Signal wires on met1:
Supply wires on this layer in grey.
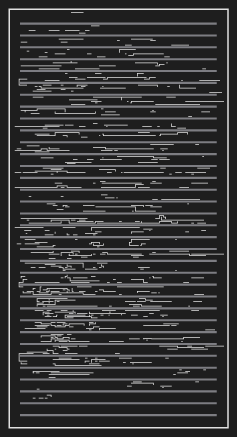
Signal wires on met2:
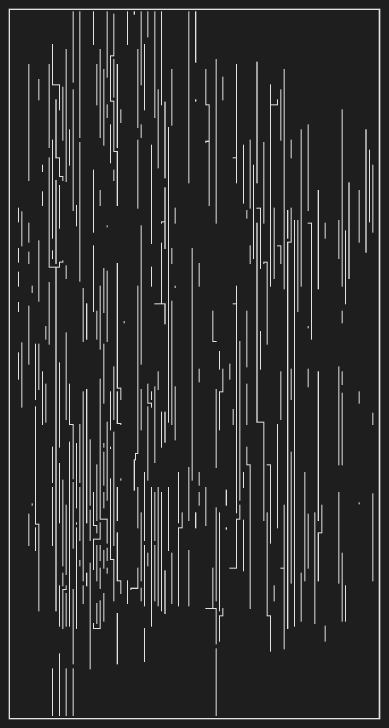
File: src/rtl/sound_cmd_mailbox.sv
// Command mailbox between the main CPU and the Z80 sound CPU: DEPTH-entry
// command FIFO, a reply latch going back, and the Z80 INT_n / IM0 vector merge.
module sound_cmd_mailbox #(
  parameter int DW        = 8,
  parameter int DEPTH     = 4,
  parameter int NIRQ      = 1,
  parameter bit OVERWRITE = 1'b0
) (
  input  logic            CLK_32M,
  input  logic            RESET_n,
  input  logic            flush,
  input  logic            main_wr,
  input  logic [DW-1:0]   main_din,
  input  logic            main_rd,
  output logic [DW-1:0]   main_dout,
  output logic            reply_valid,
  output logic            full,
  output logic            overflow,
  input  logic            snd_ack,
  output logic [DW-1:0]   snd_dout,
  output logic            cmd_pending,
  input  logic            snd_reply_wr,
  input  logic [DW-1:0]   snd_reply_din,
  input  logic [NIRQ-1:0] ext_irq_n,
  output logic            int_n,
  output logic [7:0]      int_vector
);

  // DEPTH=1 still gets a 1-bit pointer; the wrap logic pins it to zero.
  localparam int AW   = (DEPTH > 1) ? $clog2(DEPTH) : 1;
  localparam int CW   = $clog2(DEPTH) + 1;
  localparam int MEMN = 1 << AW;
  localparam logic [AW-1:0] LAST_PTR = AW'(DEPTH - 1);
  localparam logic [CW-1:0] FULL_CNT = CW'(DEPTH);

  logic [DW-1:0] mem_q [MEMN];
  logic [AW-1:0] rdPtr_q, rdPtr_d;
  logic [AW-1:0] wrPtr_q, wrPtr_d;
  logic [AW-1:0] memAddr;
  logic [CW-1:0] count_q, count_d;
  logic          overflow_q, overflow_d;
  logic          replyValid_q, replyValid_d;
  logic [DW-1:0] replyData_q, replyData_d;
  logic          intN_q, intN_d;
  logic [7:0]    vector_q, vector_d;
  logic          memWe;
  logic          notEmpty, isFull;
  logic          popOk, pushOk, pushBlocked;
  logic [1:0]    irqN;

  function automatic logic [AW-1:0] ptrInc(input logic [AW-1:0] p);
    return (p == LAST_PTR) ? '0 : p + 1'b1;
  endfunction

  function automatic logic [AW-1:0] ptrDec(input logic [AW-1:0] p);
    return (p == '0) ? LAST_PTR : p - 1'b1;
  endfunction

  generate
    if (NIRQ >= 2) begin : gTwoIrq
      assign irqN = ext_irq_n[1:0];
    end else begin : gOneIrq
      assign irqN = {1'b1, ext_irq_n[0]};
    end
  endgenerate

  assign notEmpty    = (count_q != '0);
  assign isFull      = (count_q == FULL_CNT);
  assign popOk       = snd_ack & notEmpty;
  // A pop in the same cycle frees the slot, so a full FIFO still accepts the push.
  assign pushOk      = main_wr & (~isFull | snd_ack);
  assign pushBlocked = main_wr & isFull & ~snd_ack;

  always_comb begin
    rdPtr_d      = rdPtr_q;
    wrPtr_d      = wrPtr_q;
    count_d      = count_q;
    overflow_d   = overflow_q;
    replyValid_d = replyValid_q;
    replyData_d  = replyData_q;
    memWe        = 1'b0;
    memAddr      = wrPtr_q;
    if (flush) begin
      rdPtr_d      = '0;
      wrPtr_d      = '0;
      count_d      = '0;
      overflow_d   = 1'b0;
      replyValid_d = 1'b0;
    end else begin
      if (popOk) begin
        rdPtr_d = ptrInc(rdPtr_q);
      end
      if (pushOk) begin
        memWe   = 1'b1;
        wrPtr_d = ptrInc(wrPtr_q);
      end else if (pushBlocked) begin
        if (OVERWRITE) begin
          memWe   = 1'b1;
          memAddr = ptrDec(wrPtr_q);
        end else begin
          overflow_d = 1'b1;
        end
      end
      case ({pushOk, popOk})
        2'b10:   count_d = count_q + 1'b1;
        2'b01:   count_d = count_q - 1'b1;
        default: count_d = count_q;
      endcase
      if (snd_reply_wr) begin
        replyData_d  = snd_reply_din;
        replyValid_d = 1'b1;
      end else if (main_rd) begin
        replyValid_d = 1'b0;
      end
    end
  end

  // Interrupt is level-driven from the registered FIFO state, one clock behind.
  always_comb begin
    intN_d   = ~(notEmpty | ~&irqN);
    vector_d = {2'b11, ~notEmpty, irqN[0], irqN[1], 3'b111};
  end

  always_ff @(posedge CLK_32M or negedge RESET_n) begin
    if (!RESET_n) begin
      rdPtr_q      <= '0;
      wrPtr_q      <= '0;
      count_q      <= '0;
      overflow_q   <= 1'b0;
      replyValid_q <= 1'b0;
      replyData_q  <= '0;
      intN_q       <= 1'b1;
      vector_q     <= 8'hFF;
    end else begin
      rdPtr_q      <= rdPtr_d;
      wrPtr_q      <= wrPtr_d;
      count_q      <= count_d;
      overflow_q   <= overflow_d;
      replyValid_q <= replyValid_d;
      replyData_q  <= replyData_d;
      intN_q       <= intN_d;
      vector_q     <= vector_d;
    end
  end

  always_ff @(posedge CLK_32M) begin
    if (memWe) begin
      mem_q[memAddr] <= main_din;
    end
  end

  assign snd_dout    = mem_q[rdPtr_q];
  assign cmd_pending = notEmpty;
  assign full        = isFull;
  assign overflow    = overflow_q;
  assign main_dout   = replyData_q;
  assign reply_valid = replyValid_q;
  assign int_n       = intN_q;
  assign int_vector  = vector_q;

endmodule

File: config.mk
export PLATFORM = sky130hd
export DESIGN_NAME = sound_cmd_mailbox
export DESIGN_NICKNAME = d
export VERILOG_FILES = /design/src/rtl/sound_cmd_mailbox.sv
export SDC_FILE = /design/constraint.sdc
export NUM_CORES = 1
export LEC_CHECK = 0
export CAP_MARGIN = 20
export CORE_ASPECT_RATIO = 2
export CORE_MARGIN = 2
export CORE_UTILIZATION = 53
export DETAILED_ROUTE_END_ITERATION = 10
export PLACE_DENSITY = 0.86
export SLEW_MARGIN = 0
export SYNTH_ARGS = -nofsm -noshare
export SYNTH_HDL_FRONTEND = slang
export SYNTH_SLANG_ARGS = --single-unit
File: constraint.sdc
create_clock -name CLK_32M -period 4.6 [get_ports CLK_32M]
set_input_delay 0.69 -clock CLK_32M [delete_from_list [all_inputs] [get_ports CLK_32M]]
set_output_delay 0.69 -clock CLK_32M [all_outputs]
set_load 0.005 [all_outputs]
==> results_dict.tcl <==
# flow metrics
set metrics [dict create \
    utilization_pct 68.7 \
    place_inst 232 \
    regArea_um2 1470 \
    core-area_um2 4050 \
    area_leaders "edfxtp_1 43%, dfrtp_1 19%, mux4_2 8.1%" \
    comb_share_pct 24.1 \
    endpoint "snd_dout[2]" \
    hold_class "register to register" \
    die_area_um2 4760 \
    yosys_area_um2 2220 \
    seq_share_pct 52.7 \
    xor_share_pct 0.788 \
    fmax_mhz 362 \
    clkPwrFrac_pct 24.8 \
    setup_viol 0 \
    cts_tree "yes" \
    die_w_um 49.8 \
    max_slew.worst_pin.slew_ns 0.919 \
    synth.most_common_cell "edfxtp_1" \
    crit_chain "mux4_2 > clkdlybuf4s50_1" \
    cts_num_sinks 52 \
    inv_count 8 \
    design_area_um2 2780 \
    buffer_area_share_pct 16.6 \
    cts_buffers 5 \
    drt-initial-drc-count 21 \
    netlist.area_leader.share_pct 43.2 \
    grt_max_degree 21 \
    rr_worst_depth 5 \
    comb_area_um2 671 \
    grt_pass1_wl_um 6580 \
    port_buffers 46 \
    syn_area_um2 2220 \
    finalPower_mw 1.03 \
    num-multi-input-gates 74 \
    yosysWarnings 0 \
    post_cts_resized 0 \
    ys_async_sr_fraction_pct 38.5 \
    switchingPower_uw 257 \
    ys.flops 52 \
    path_clk_slew_ns 0.09 \
    logic_family "multiplexers" \
    r2r_start "count_q[2]" \
    taps 52 \
    maxCapViolCount 0 \
    place_ws_ns 1.75 \
    post_cts_buffers 0 \
    min_to "overflow" \
    outcome "completed" \
    critPathMaxStageDelay_ns 0.72 \
    grtUsageTotal_pct 18.9 \
    seqPwrFrac_pct 55.3 \
    setup_slack_ns 1.84 \
    drive_above_1_share_pct 15.4 \
    cpMaxStageDelayCell "dfrtp_1" \
    tns_ns 0 \
    grt_pass1_vias 1367 \
    ys_sh_mux_pct 13.1 \
    cp_top_family "flip-flops" \
    max-clock-path-buffers 2 \
    common_cells "32 x edfxtp_1, 17 x dfrtp_1, 9 x mux2_2, 8 x inv_1, 8 x mux4_2" \
    nFillCells 301 \
    postRouteAntennaNets 0 \
    num_antenna_cells 0 \
    compound_area_share_pct 4.67 \
    min_period_ns 2.76 \
    io_pins 53 \
    clkLatencyLatePin_ns 0.30 \
    crit_buf_inv 1 \
    fin_skew_ns 0.00782 \
    whs_path_depth 2 \
    final-clk-cell-share_pct 3.24 \
    seq_cell_count 52 \
    largest_class "flip-flops and latches" \
    r2r-end "count_q[2]" \
    crit_required_ns 3.91 \
    htree_levels 2 \
    synth.distinct_cells 38 \
    final_max_slew_viol_count 0 \
    ir_drop_uv 270 \
    ys.flop_type "edfxtp_1" \
    vias_per_cell 5.36 \
    cts_root_buf "clkbuf_8" \
    die_height_um 95.6 \
    fin_nets 217 \
    antenna_found_initial 0 \
    critical_path_depth 2 \
    worstSetupPathType "register to output port" \
    place_area_um2 2690 \
    layout_top_cell "clkdlybuf4s50_1" \
    holdWs_ns 0.515 \
    synthCells 142 \
    most-common-layout-cells "46 x clkdlybuf4s50_1, 32 x edfxtp_1, 17 x dfrtp_1, 9 x mux2_2" \
    edf_count 32 \
    yosys_cells 142 \
    fp_util_pct 54.9 \
    fin_crit_sh_pct 60.1 \
    rows 33 \
    avgSynthCellArea_um2 15.7 \
    power_density_nw_per_um2 370 \
]
Back to the opening pictures, 'signal wires on met1':
The wires run mostly horizontal. The layer carries 1,290 um of wire.
met1 Use GR: 18.1%
routed via count: 1,287

Back to the opening pictures, 'signal wires on met2':
The layer holds 61% of the routed length. The wires run mostly vertical. The longest straight run is 54.7 um.

metal layers:
| metal | global-route usage [%] | part of all wire [%] | up-vias |
|---|---|---|---|
| met5 | 0 | 0 | - |
| met4 | 7.64 | 1.8 | 0 |
| met3 | 4.39 | 5.4 | 8 |
| met2 | 37.2 | 61 | 56 |
| met1 | 18.1 | 31 | 620 |
| li1 | - | - | 603 |
registers in the layout, indices dropped and copies added (netlist names), 2 cells and up:
signal,cells
count_q,3
int_vector,2
main_dout,8
memAddr,2
mem_q,32
rdPtr_q,2
power groups by stage:
stage / Sequential [mW] / Clock (mW) / Combinational [mW]
global route: 0.576 / 0.282 / 0.223
CTS: 0.570 / 0.263 / 0.207
global placement: 0.577 / 0 / 0.196
finish: 0.569 / 0.255 / 0.205
detailed placement: 0.580 / 0 / 0.206
floorplan: 0.563 / 0 / 0.109
Power and IR drop assume default switching activity.
